**Routed clock nets over the placement**

Bar = 10 um.
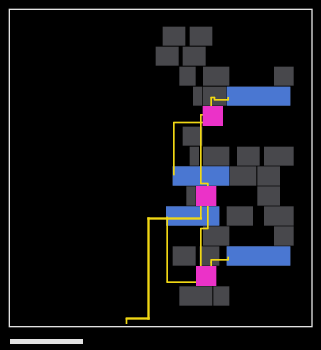
**Cell sizes after repair**

Bar = 10 um.
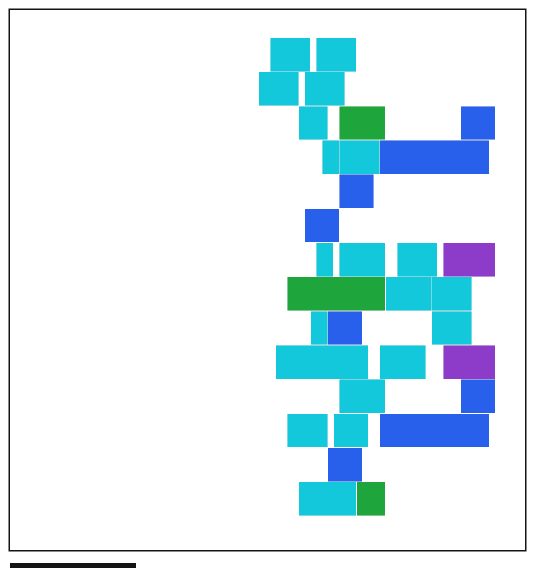
**Met2 routing**

Cells faint in the background.
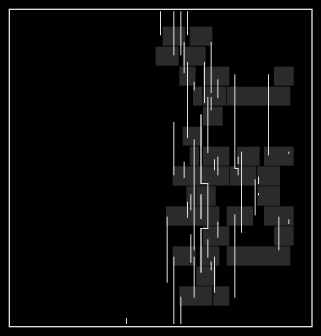
**Signal wires on met1**

Bar = 10 um. Cells faint in the background.
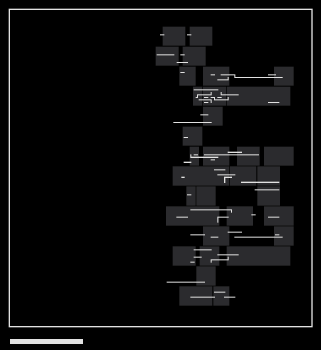
[src/rtl/flags.sv]
// Carry/Zero status flags with a one-deep shadow copy for interrupt save/restore.
// Outputs come straight from the flag registers; every update happens on the rising clock edge.
module flags (
    input  logic clk,
    input  logic rst,
    input  logic c_in,
    input  logic z_in,
    input  logic flg_c_set,
    input  logic flg_c_clr,
    input  logic flg_c_ld,
    input  logic flg_z_ld,
    input  logic flg_ld_sel,
    input  logic flg_shad_ld,
    output logic c_out,
    output logic z_out
);

    logic c_q, c_d;
    logic z_q, z_d;
    logic shad_c_q, shad_c_d;
    logic shad_z_q, shad_z_d;
    logic src_c, src_z;

    // The mux and all next-state terms use pre-edge state, so a save combined with a
    // restore swaps the flags and the shadow copy in a single cycle.
    always_comb begin
        src_c = flg_ld_sel ? shad_c_q : c_in;
        src_z = flg_ld_sel ? shad_z_q : z_in;

        c_d = c_q;
        if (flg_c_clr) begin
            c_d = 1'b0;
        end else if (flg_c_set) begin
            c_d = 1'b1;
        end else if (flg_c_ld) begin
            c_d = src_c;
        end

        z_d = z_q;
        if (flg_z_ld) begin
            z_d = src_z;
        end

        shad_c_d = shad_c_q;
        shad_z_d = shad_z_q;
        if (flg_shad_ld) begin
            shad_c_d = c_q;
            shad_z_d = z_q;
        end
    end

    always_ff @(posedge clk) begin
        if (rst) begin
            c_q      <= 1'b0;
            z_q      <= 1'b0;
            shad_c_q <= 1'b0;
            shad_z_q <= 1'b0;
        end else begin
            c_q      <= c_d;
            z_q      <= z_d;
            shad_c_q <= shad_c_d;
            shad_z_q <= shad_z_d;
        end
    end

    assign c_out = c_q;
    assign z_out = z_q;

endmodule

[config.mk]
export PLATFORM = sky130hd
export DESIGN_NAME = flags
export DESIGN_NICKNAME = d
export VERILOG_FILES = /design/src/rtl/flags.sv
export SDC_FILE = /design/constraint.sdc
export NUM_CORES = 1
export LEC_CHECK = 0
export CORE_AREA = 2 2 39 41
export DETAILED_ROUTE_END_ITERATION = 7
export DIE_AREA = 0 0 41 43
export SLEW_MARGIN = 30
export SYNTH_ARGS = -nofsm -noshare
export SYNTH_HDL_FRONTEND = slang
export SYNTH_SLANG_ARGS = --single-unit
[constraint.sdc]
create_clock -name clk -period 0.9 [get_ports clk]
set_clock_uncertainty 0.2 [all_clocks]
set_input_delay 0.18 -clock clk [delete_from_list [all_inputs] [get_ports clk]]
set_output_delay 0.18 -clock clk [all_outputs]
set_load 0.03 [all_outputs]
==> results.json <==
{
  "timing.final.ws_setup_ns": -0.1732,
  "cts_buffers": 3,
  "place_congestion": 0.4683,
  "drt_pass1_iterations": 1,
  "yosys_register_bits": 4,
  "die_width_um": 41,
  "grtUsageMet1_pct": 3.810,
  "cts_tree": "built",
  "ys_warn_count": 0,
  "grt_pass1_vias": 183,
  "grt_pass1_wl_um": 579,
  "status": "complete, but fails checks",
  "worst_setup_path_end_kind": "output port",
  "grt_overflow_total": 0,
  "nets": 45,
  "cts_htree_levels": 1,
  "netSwitchingPower_mw": 0.1115,
  "hold_viol": 1,
  "violations": "hold timing, setup timing",
  "logic_area_sq_um": 86.33,
  "vias_per_cell": 3.755,
  "setup_violations": 5,
  "drt_iter0_markers": 0,
  "grt.total_usage_pct": 5.600,
  "path_cells": "buf_6",
  "finalClockPeriodUsage_pct": 119.2,
  "syn_inst": 16,
  "cts.clk_slew.worst_paths_ns": 0.04,
  "slew_headroom_pct": 87.78,
  "drc": 0,
  "hpwlAfterDp_um": 300.3,
  "crit_slowest_cell": "dfxtp_4",
  "fin_hold_ws_ns": -0.01857,
  "num_rows": 14,
  "openroad.warnings": 29,
  "diodes": 0,
  "dieHeight_um": 43,
  "area_delta_synth_final_pct": 114.6,
  "final_cell_mix": "dlygate4sd2_1 (8), mux2i_1 (4), clkbuf_4 (3), buf_4 (3)",
  "maxSlewViolCount": 0,
  "yosys_cells": 16,
  "fillCellCount": 151,
  "layout_top_cell": "dlygate4sd2_1",
  "drive_above_1_share_pct": 39.39
}
Back to the opening pictures, 'routed clock nets over the placement':
[clock wires] yellow | length: 86.6 um
[flip-flops] blue | count: 4
[clock-net drivers] magenta | count: 3
routed clock nets: 4

Back to the opening pictures, 'cell sizes after repair':
[x1 and smaller] cyan | cells: 20 | most used: dlygate4sd2_1
[x2] green | cells: 3
[x3 and x4] blue | cells: 8
[x6 and larger] purple | cells: 2 | most used: buf_6

Back to the opening pictures, 'met2 routing':
wire length on this layer: 216 um
main direction: vertical
Vias: 184
met2 Usage GRT: 8.125%
final WL: 380 um

Back to the opening pictures, 'signal wires on met1':
nets with wire on the layer: 34
share of all routed wire: 30%
longest straight run: 7.40 um

==> cell families after synthesis <==
family	Yosys count	share of synthesized area [%]
buffers and inverters	1	2.305
AND-OR/OR-AND	2	10.00
multiplexers	4	24.62
AND/OR/NAND/NOR	5	13.85
flip-flops	4	49.23
==> power groups by stage <==
| stage | clock, mW | sequential, mW | combinational (mW) |
|---|---|---|---|
| 2_1_floorplan | 0 | 0.204 | 0.0198 |
| 3_3_place_gp | 0 | 0.194 | 0.0903 |
| 3_5_place_dp | 0 | 0.195 | 0.0904 |
| 4_1_cts | 0.232 | 0.190 | 0.0914 |
| 5_1_grt | 0.253 | 0.192 | 0.0980 |
| 6_report | 0.219 | 0.190 | 0.0908 |
==> through the flow <==
step           utilization (%)  setup WS (ns)  hold WS [ns]
3_3_place_gp             22.24        -0.4553        0.2739
3_5_place_dp             22.24        -0.4361        0.2910
4_1_cts                  24.77        -0.1834       0.09136
6_report                 25.23        -0.1732      -0.01857
2_1_floorplan                -        0.01310       0.04872
5_1_grt                  25.23        -0.2031      -0.01156
==> routing by layer <==
metal | part of all wire [%] | routed length (um)
met1 | 29 | 112
met2 | 57 | 215
met3 | 10 | 38
met4 | 3.4 | 13
met5 | 0 | 0
==> Yosys cell counts <==
master	n	area share, %
dfxtp_1	4	49
inv_1	1	2.3
or2_1	1	3.8
mux2i_1	4	25
a211oi_1	1	4.6
nor3_1	1	3.1
nor2_1	3	6.9
a311oi_1	1	5.4
==> cell type report <==
cell class	count	area share, %
Timing Repair Buffer	14	36.56
Tap cell	16	5.735
Sequential cell	4	25.45
Clock buffer	3	6.452
Multi-Input combinational cell	11	24.73
Inverter	1	1.075
==> what timing repair did <==
item | CTS | global route
pin swaps | 4 | 1
hold endpoints to repair | 0 | 1
setup buffers | 2 | 0
cloned | 0 | 0
gates resized | 10 | 3
endpoints found under the setup margin | 6 | 6
==> sequential cells by signal, summed over array words and instances (netlist names) <==
name	flops
c_out	1
shad_z_q	1
shad_c_q	1
z_out	1
==> worst paths after layout <==
path | from | slack, ns | cells past startpoint | endpoint
setup / recovery | c_out$_SDFFE_PP0P_ | -0.17 | 1 | c_out
hold / removal | flg_z_ld | -0.02 | 2 | z_out$_SDFFE_PP0P_
setup reg to reg | c_out$_SDFFE_PP0P_ | -0.06 | 3 | shad_c_q$_SDFFE_PP0P_
hold reg to reg | shad_c_q$_SDFFE_PP0P_ | 0.28 | 2 | shad_c_q$_SDFFE_PP0P_
Power is estimated from default activity; no workload was simulated.
